Run 1, power grid:
Scale bar: 20 um. Pins as bars on the die edge.
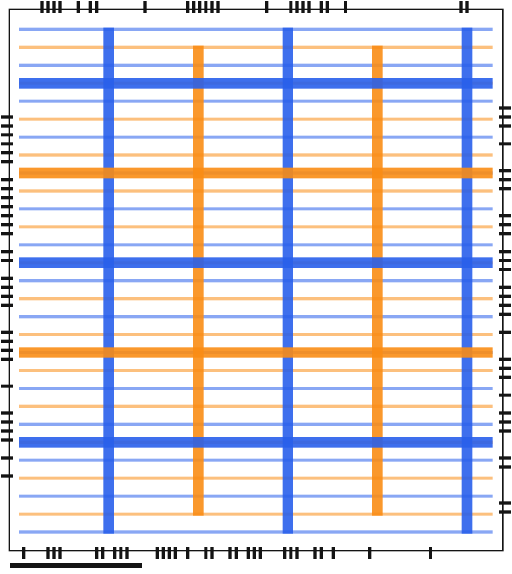
Run 1, cell classes on the final placement:
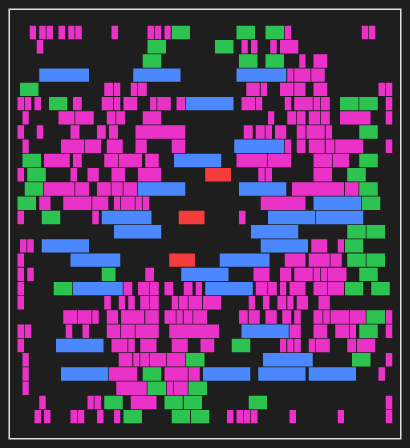
Run 1, clock distribution:
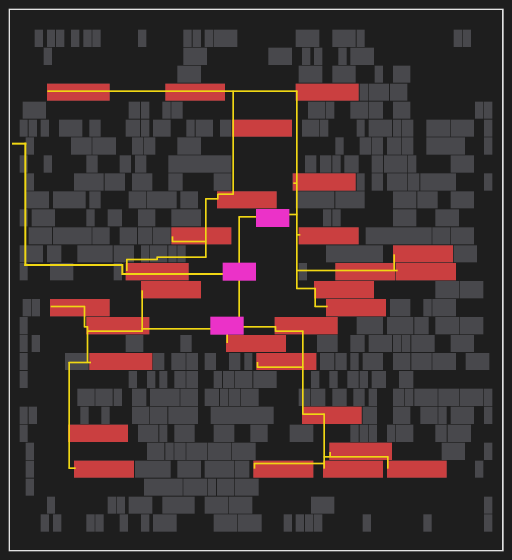
<file path="src/rtl/voq_rd_sched.sv">
// Round-robin read scheduler for the second-stage VOQ bank: one independent scheduler per output port.
// Optional grant statistics are built only when VOQ_RD_SCHED_STATS_EN is defined.
`ifndef PORT_NUB_TOTAL
`define PORT_NUB_TOTAL 4
`endif

module voq_rd_sched #(
    parameter int PORT_NUB_TOTAL = `PORT_NUB_TOTAL,
    parameter int WIDTH_SEL      = $clog2(PORT_NUB_TOTAL),
    parameter int CNT_WIDTH      = 16
) (
    input  logic                                  clk,
    input  logic                                  rst,
    input  logic                                  sched_en,
    input  logic [PORT_NUB_TOTAL*PORT_NUB_TOTAL-1:0] empty,
    input  logic [PORT_NUB_TOTAL-1:0]             out_ready,
    output logic [PORT_NUB_TOTAL*WIDTH_SEL-1:0]   rd_sel,
    output logic [PORT_NUB_TOTAL-1:0]             rd_en,
    output logic [PORT_NUB_TOTAL-1:0]             out_vaild,
    input  logic                                  cnt_clr,
    output logic [PORT_NUB_TOTAL*CNT_WIDTH-1:0]   grant_cnt,
    output logic [2*PORT_NUB_TOTAL-1:0]           fsm_state
);

    localparam int N = PORT_NUB_TOTAL;

    typedef enum logic [1:0] {
        IDLE  = 2'd0,
        READ  = 2'd1,
        STALL = 2'd2
    } state_e;

    // Handshake: a decision in cycle t (eligible && sched_en && out_ready) drives rd_en/rd_sel in t+1,
    // out_vaild follows in t+2, and the sink that raised out_ready in t must take that word.

`ifndef VOQ_RD_SCHED_STATS_EN
    logic unused_cnt_clr;
    assign unused_cnt_clr = cnt_clr;
`endif

    for (genvar i = 0; i < N; i++) begin : g_port
        state_e               state_q, state_d;
        logic [WIDTH_SEL-1:0] ptr_q, ptr_d;
        logic [WIDTH_SEL-1:0] sel_q, sel_d;
        logic [WIDTH_SEL-1:0] pick, cand;
        logic [N-1:0]         elig;
        logic                 found;
        logic                 grant;
        logic                 vld_q;

        // The queue being read right now still shows its old empty flag, so it sits out one decision.
        always_comb begin
            elig = ~empty[i*N +: N];
            if (state_q == READ) begin
                elig[sel_q] = 1'b0;
            end
        end

        always_comb begin
            found = 1'b0;
            pick  = ptr_q;
            cand  = ptr_q;
            for (int s = 1; s <= N; s++) begin
                cand = ptr_q + WIDTH_SEL'(s);
                if (!found && elig[cand]) begin
                    found = 1'b1;
                    pick  = cand;
                end
            end
        end

        always_comb begin
            state_d = IDLE;
            if (sched_en && found) begin
                state_d = out_ready[i] ? READ : STALL;
            end
        end

        always_comb begin
            grant = (state_d == READ);
            sel_d = grant ? pick : sel_q;
            ptr_d = grant ? pick : ptr_q;
        end

        always_ff @(posedge clk or posedge rst) begin
            if (rst) begin
                state_q <= IDLE;
                ptr_q   <= WIDTH_SEL'(N - 1);
                sel_q   <= '0;
                vld_q   <= 1'b0;
            end else begin
                state_q <= state_d;
                ptr_q   <= ptr_d;
                sel_q   <= sel_d;
                vld_q   <= (state_q == READ);
            end
        end

        assign rd_en[i]                          = (state_q == READ);
        assign rd_sel[i*WIDTH_SEL +: WIDTH_SEL]  = sel_q;
        assign out_vaild[i]                      = vld_q;
        assign fsm_state[2*i +: 2]               = state_q;

`ifdef VOQ_RD_SCHED_STATS_EN
        logic [CNT_WIDTH-1:0] cnt_q, cnt_d;

        always_comb begin
            cnt_d = cnt_q;
            if (cnt_clr) begin
                cnt_d = '0;
            end else if ((state_q == READ) && (cnt_q != '1)) begin
                cnt_d = cnt_q + CNT_WIDTH'(1);
            end
        end

        always_ff @(posedge clk or posedge rst) begin
            if (rst) begin
                cnt_q <= '0;
            end else begin
                cnt_q <= cnt_d;
            end
        end

        assign grant_cnt[i*CNT_WIDTH +: CNT_WIDTH] = cnt_q;
`else
        assign grant_cnt[i*CNT_WIDTH +: CNT_WIDTH] = '0;
`endif
    end

endmodule
</file>
<file path="config.mk">
export PLATFORM = sky130hd
export DESIGN_NAME = voq_rd_sched
export DESIGN_NICKNAME = d
export VERILOG_FILES = /design/src/rtl/voq_rd_sched.sv
export SDC_FILE = /design/constraint.sdc
export NUM_CORES = 1
export LEC_CHECK = 0
export CORE_ASPECT_RATIO = 1.1
export CORE_UTILIZATION = 45
export DETAILED_ROUTE_END_ITERATION = 12
export PLACE_DENSITY = 0.81
export SLEW_MARGIN = 0
export SYNTH_ARGS = -nofsm -noshare
export SYNTH_HDL_FRONTEND = slang
export SYNTH_SLANG_ARGS = --single-unit
</file>
<file path="constraint.sdc">
create_clock -name clk -period 3.5 [get_ports clk]
set_clock_uncertainty 0.05 [all_clocks]
set_input_delay 0.35 -clock clk [delete_from_list [all_inputs] [get_ports clk]]
set_output_delay 0.35 -clock clk [all_outputs]
set_load 0.05 [all_outputs]
</file>
==> impl_metrics.py, run 1 <==
# Metrics from the implementation run
metrics = {
    "run_status": {
        "status": "finished clean",
    },
    "setup_path": {
        "cp.arrival_ns": 1.92,
        "timing.critical_path.from": "g_port[1].state_q[1]",
        "critPathLaunchType": "register",
        "ff2ff_path_depth": 5,
    },
    "cts": {
        "cts_buffers": 3,
        "ctsResizeCount": 0,
        "clk_path_buf_depth": 2,
        "cts_setup_buffers": 0,
        "root_buffer": "clkbuf_8",
        "tritoncts": "done",
        "clk_pin_slew_worst_paths_ns": 0.09,
    },
    "synth": {
        "mux_share_pct": 2.54,
        "most_common_cell": "buf_4",
        "flop_cell": "dfrtp_1",
        "ys_cells": 288,
        "yosys.stat.seqShare_pct": 27.3,
        "syn_inst": 288,
        "ys_ff": 28,
        "synthTopLogicFamily": "buffers and inverters",
    },
    "min_path": {
        "min_to": "g_port[0].ptr_q[0]",
        "worstHoldPathType": "reg2reg",
    },
    "grt": {
        "overflow": 0,
        "grt_max_degree": 28,
        "grt_usage_pct": 16.8,
        "grt_pass1_vias": 1766,
    },
    "route": {
        "viasPerCell": 5.22,
    },
    "cells_and_area": {
        "buffers": 47,
        "final-comb-area_sq_mm": 0.00150,
        "fill_cells": 532,
        "drive_gt1_share_pct": 12.8,
        "lay_top_count": "conb_1",
    },
    "final_timing": {
        "period_minus_slack_ns": 2.32,
        "hold_viol": 0,
        "fmaxAchievable_mhz": 431,
        "max-slew-margin-rel_pct": 31.4,
        "tightest_slew_ns": 1.03,
        "setup_tns_ns": 0,
        "setup_ws_ns": 1.18,
        "grt_setup_unrepaired": "false",
    },
    "placed_design": {
        "port_buffers": 46,
        "hpwl_mm": 4.02,
        "gp_congestion": 0.872,
    },
    "floorplan": {
        "rows": 28,
    },
    "pwr": {
        "p_leak_nw": 1.24,
        "powerDensity_mw_per_mm2": 576,
        "report.power.total_mw": 1.67,
    },
    "job": {
        "tool_warnings": 27,
        "cap_violations": 0,
    },
}
About 'power grid':
- blue: VSS
- orange: VDD
- signal pins: 112
- met4 straps: 5
- met1 rails: 29

About 'cell classes on the final placement':
- magenta: all other logic (cells 250)
- green: other buffers and delay cells (cells 47)
- blue: flops (cells 28)
- red: cells driving clock nets (cells 3)
post-route cell area: 0.00289 sq mm
Core Util, Final: 52.9%

About 'clock distribution':
- yellow: clock wires (length 352 um)
- magenta: cells driving clock nets (count 3)
- red: flip-flops (count 28)
- routed clock nets: 4

run 1: routing by layer:
| metal | wire length, um | global-route usage (%) | vias to the layer above |
|---|---|---|---|
| li1 | - | - | 1009 |
| met1 | 2240 | 20.7 | 986 |
| met2 | 2580 | 30.1 | 101 |
| met3 | 313 | 2.45 | 8 |
| met4 | 57 | 4.91 | 0 |
| met5 | 0 | 0 | - |
run 1: power by group:
part / switching (mW) / internal (mW) / total [mW] / leakage [nW]
logic: 0.564 / 0.308 / 0.871 / 0.881
clock network: 0.0932 / 0.0771 / 0.170 / 0.0216
registers: 0.186 / 0.439 / 0.625 / 0.333
run 1: critical path, cell delays in order (launching register included):
cell,delay [ns]
dfrtp_1,0.46
and2b_1,0.34
clkdlybuf4s50_1,0.85
Run 1, routing congestion:
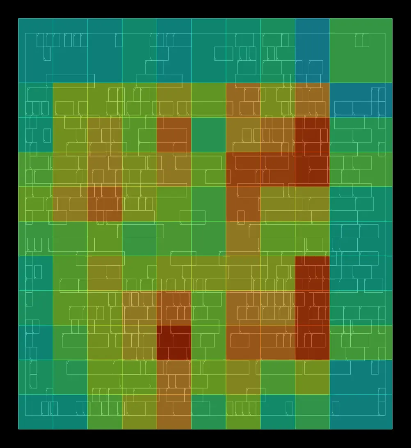

--- run 2 (diff from run 1) ---
CORE_UTILIZATION = 39   (was 45)
PLACE_DENSITY = 0.75   (was 0.81)
clock period = 2.1 ns   (was 3.5 ns; I/O delays follow)
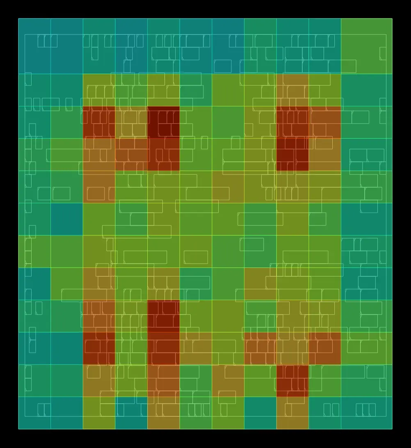
Run 2: routing congestion
GRT met2 Usage: 28.6%
Core Util, Final: 47.9%
GRT busiest layer: met2
global-route total usage across every layer: 15.1%
met3 GRT Util: 2.81%

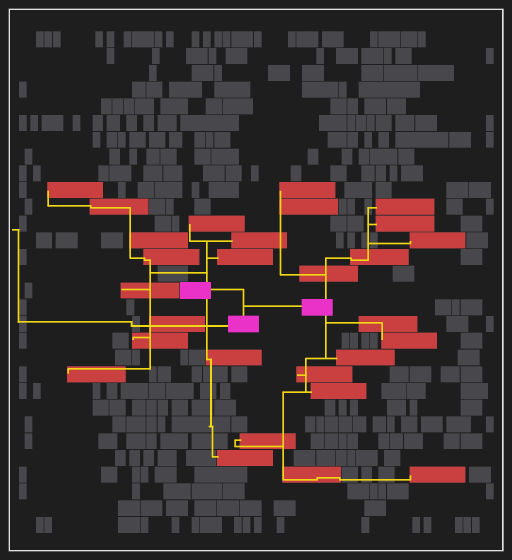
Run 2: clock distribution
- red: flip-flops (count 28)
- yellow: clock wires (length 340 um)
- magenta: cells driving clock nets (count 3)
- routed clock nets: 4

==> impl_metrics.py, run 2 <==
# Metrics from the implementation run
metrics = {
    "run_status": {
        "status": "finished clean",
    },
    "placed_design": {
        "port_buffers": 46,
        "hpwl_mm": 4.16,
        "gp_congestion": 0.934,
    },
    "final_timing": {
        "max-slew-margin-rel_pct": 64.7,
        "fmaxAchievable_mhz": 500,
        "tightest_slew_ns": 0.522,
        "setup_ws_ns": 0.100,
        "grt_setup_unrepaired": "true",
        "hold_viol": 0,
    },
    "cts": {
        "clk_pin_slew_worst_paths_ns": 0.09,
        "clk_path_buf_depth": 2,
        "cts_buffers": 3,
        "tritoncts": "done",
        "root_buffer": "clkbuf_8",
    },
    "pwr": {
        "p_int_mw": 1.46,
        "p_leak_nw": 1.32,
        "seqPwrFrac_pct": 35.9,
        "pg_comb_mw": 1.52,
        "p_sw_mw": 1.43,
        "clock_power_uw": 327,
        "report.power.total_mw": 2.89,
        "powerDensity_mw_per_mm2": 956,
        "p_clk_share_pct": 11.3,
        "comb_power_share_pct": 52.8,
    },
    "setup_path": {
        "crit_path_max_incr_delay_ns": 0.80,
        "cp_slowest_cell": "clkdlybuf4s50_1",
        "crit_chain": "buf_4 > clkdlybuf4s50_1",
        "timing.critical_path.from": "g_port[2].sel_q[0]",
        "cp_num_buf_inv": 2,
        "critPathTopFamily": "buffers and inverters",
    },
    "cells_and_area": {
        "final_area_sq_mm": 0.00302,
        "fill_cells": 603,
        "drive_gt1_share_pct": 18.7,
        "buffers": 55,
        "lay_top_count": "conb_1",
    },
    "synth": {
        "syn_inst": 288,
        "mux_share_pct": 2.54,
        "flop_cell": "dfrtp_1",
        "ys_cells": 288,
        "ys_ff": 28,
        "yosys.stat.seqShare_pct": 27.3,
        "syn-cell-area_sq_mm": 0.00261,
        "synthTopLogicFamily": "buffers and inverters",
    },
    "grt": {
        "overflow": 0,
        "grt_pass1_vias": 1886,
    },
    "job": {
        "tool_warnings": 28,
    },
    "min_path": {
        "worstHoldPathType": "in2async",
    },
    "route": {
        "firstDrtPassIters": 4,
        "viasPerCell": 5.10,
    },
}
-- run 2: tightest hold or removal path: cells and delay by family --
family / cells / cell delay, ns
buffers and inverters: 3 / 0.77
-- run 2: metal layers --
metal,GRT usage [%],wire length [um]
met1,17.7,2270
met2,28.6,2740
met3,2.81,267
met4,2.60,25
met5,0,0
-- run 2: path summary, 6_finish.rpt --
| path | to | depth (start not counted) |
|---|---|---|
| setup reg to reg | g_port[3].ptr_q[1] | 5 |
| setup / recovery | rd_sel[4] | 2 |
| hold / removal | g_port[0].vld_q | 3 |
| max in group asynchronous | g_port[3].ptr_q[0] | 3 |
| hold reg to reg | g_port[0].ptr_q[0] | 2 |
| min in group clk | g_port[0].state_q[1] | 2 |
-- run 2: timing repair --
item / CTS / global route
setup buffers: 0 / 1
gates resized: 0 / 5
endpoints found under the setup margin: 0 / 5
Power is estimated from default activity; no workload was simulated.
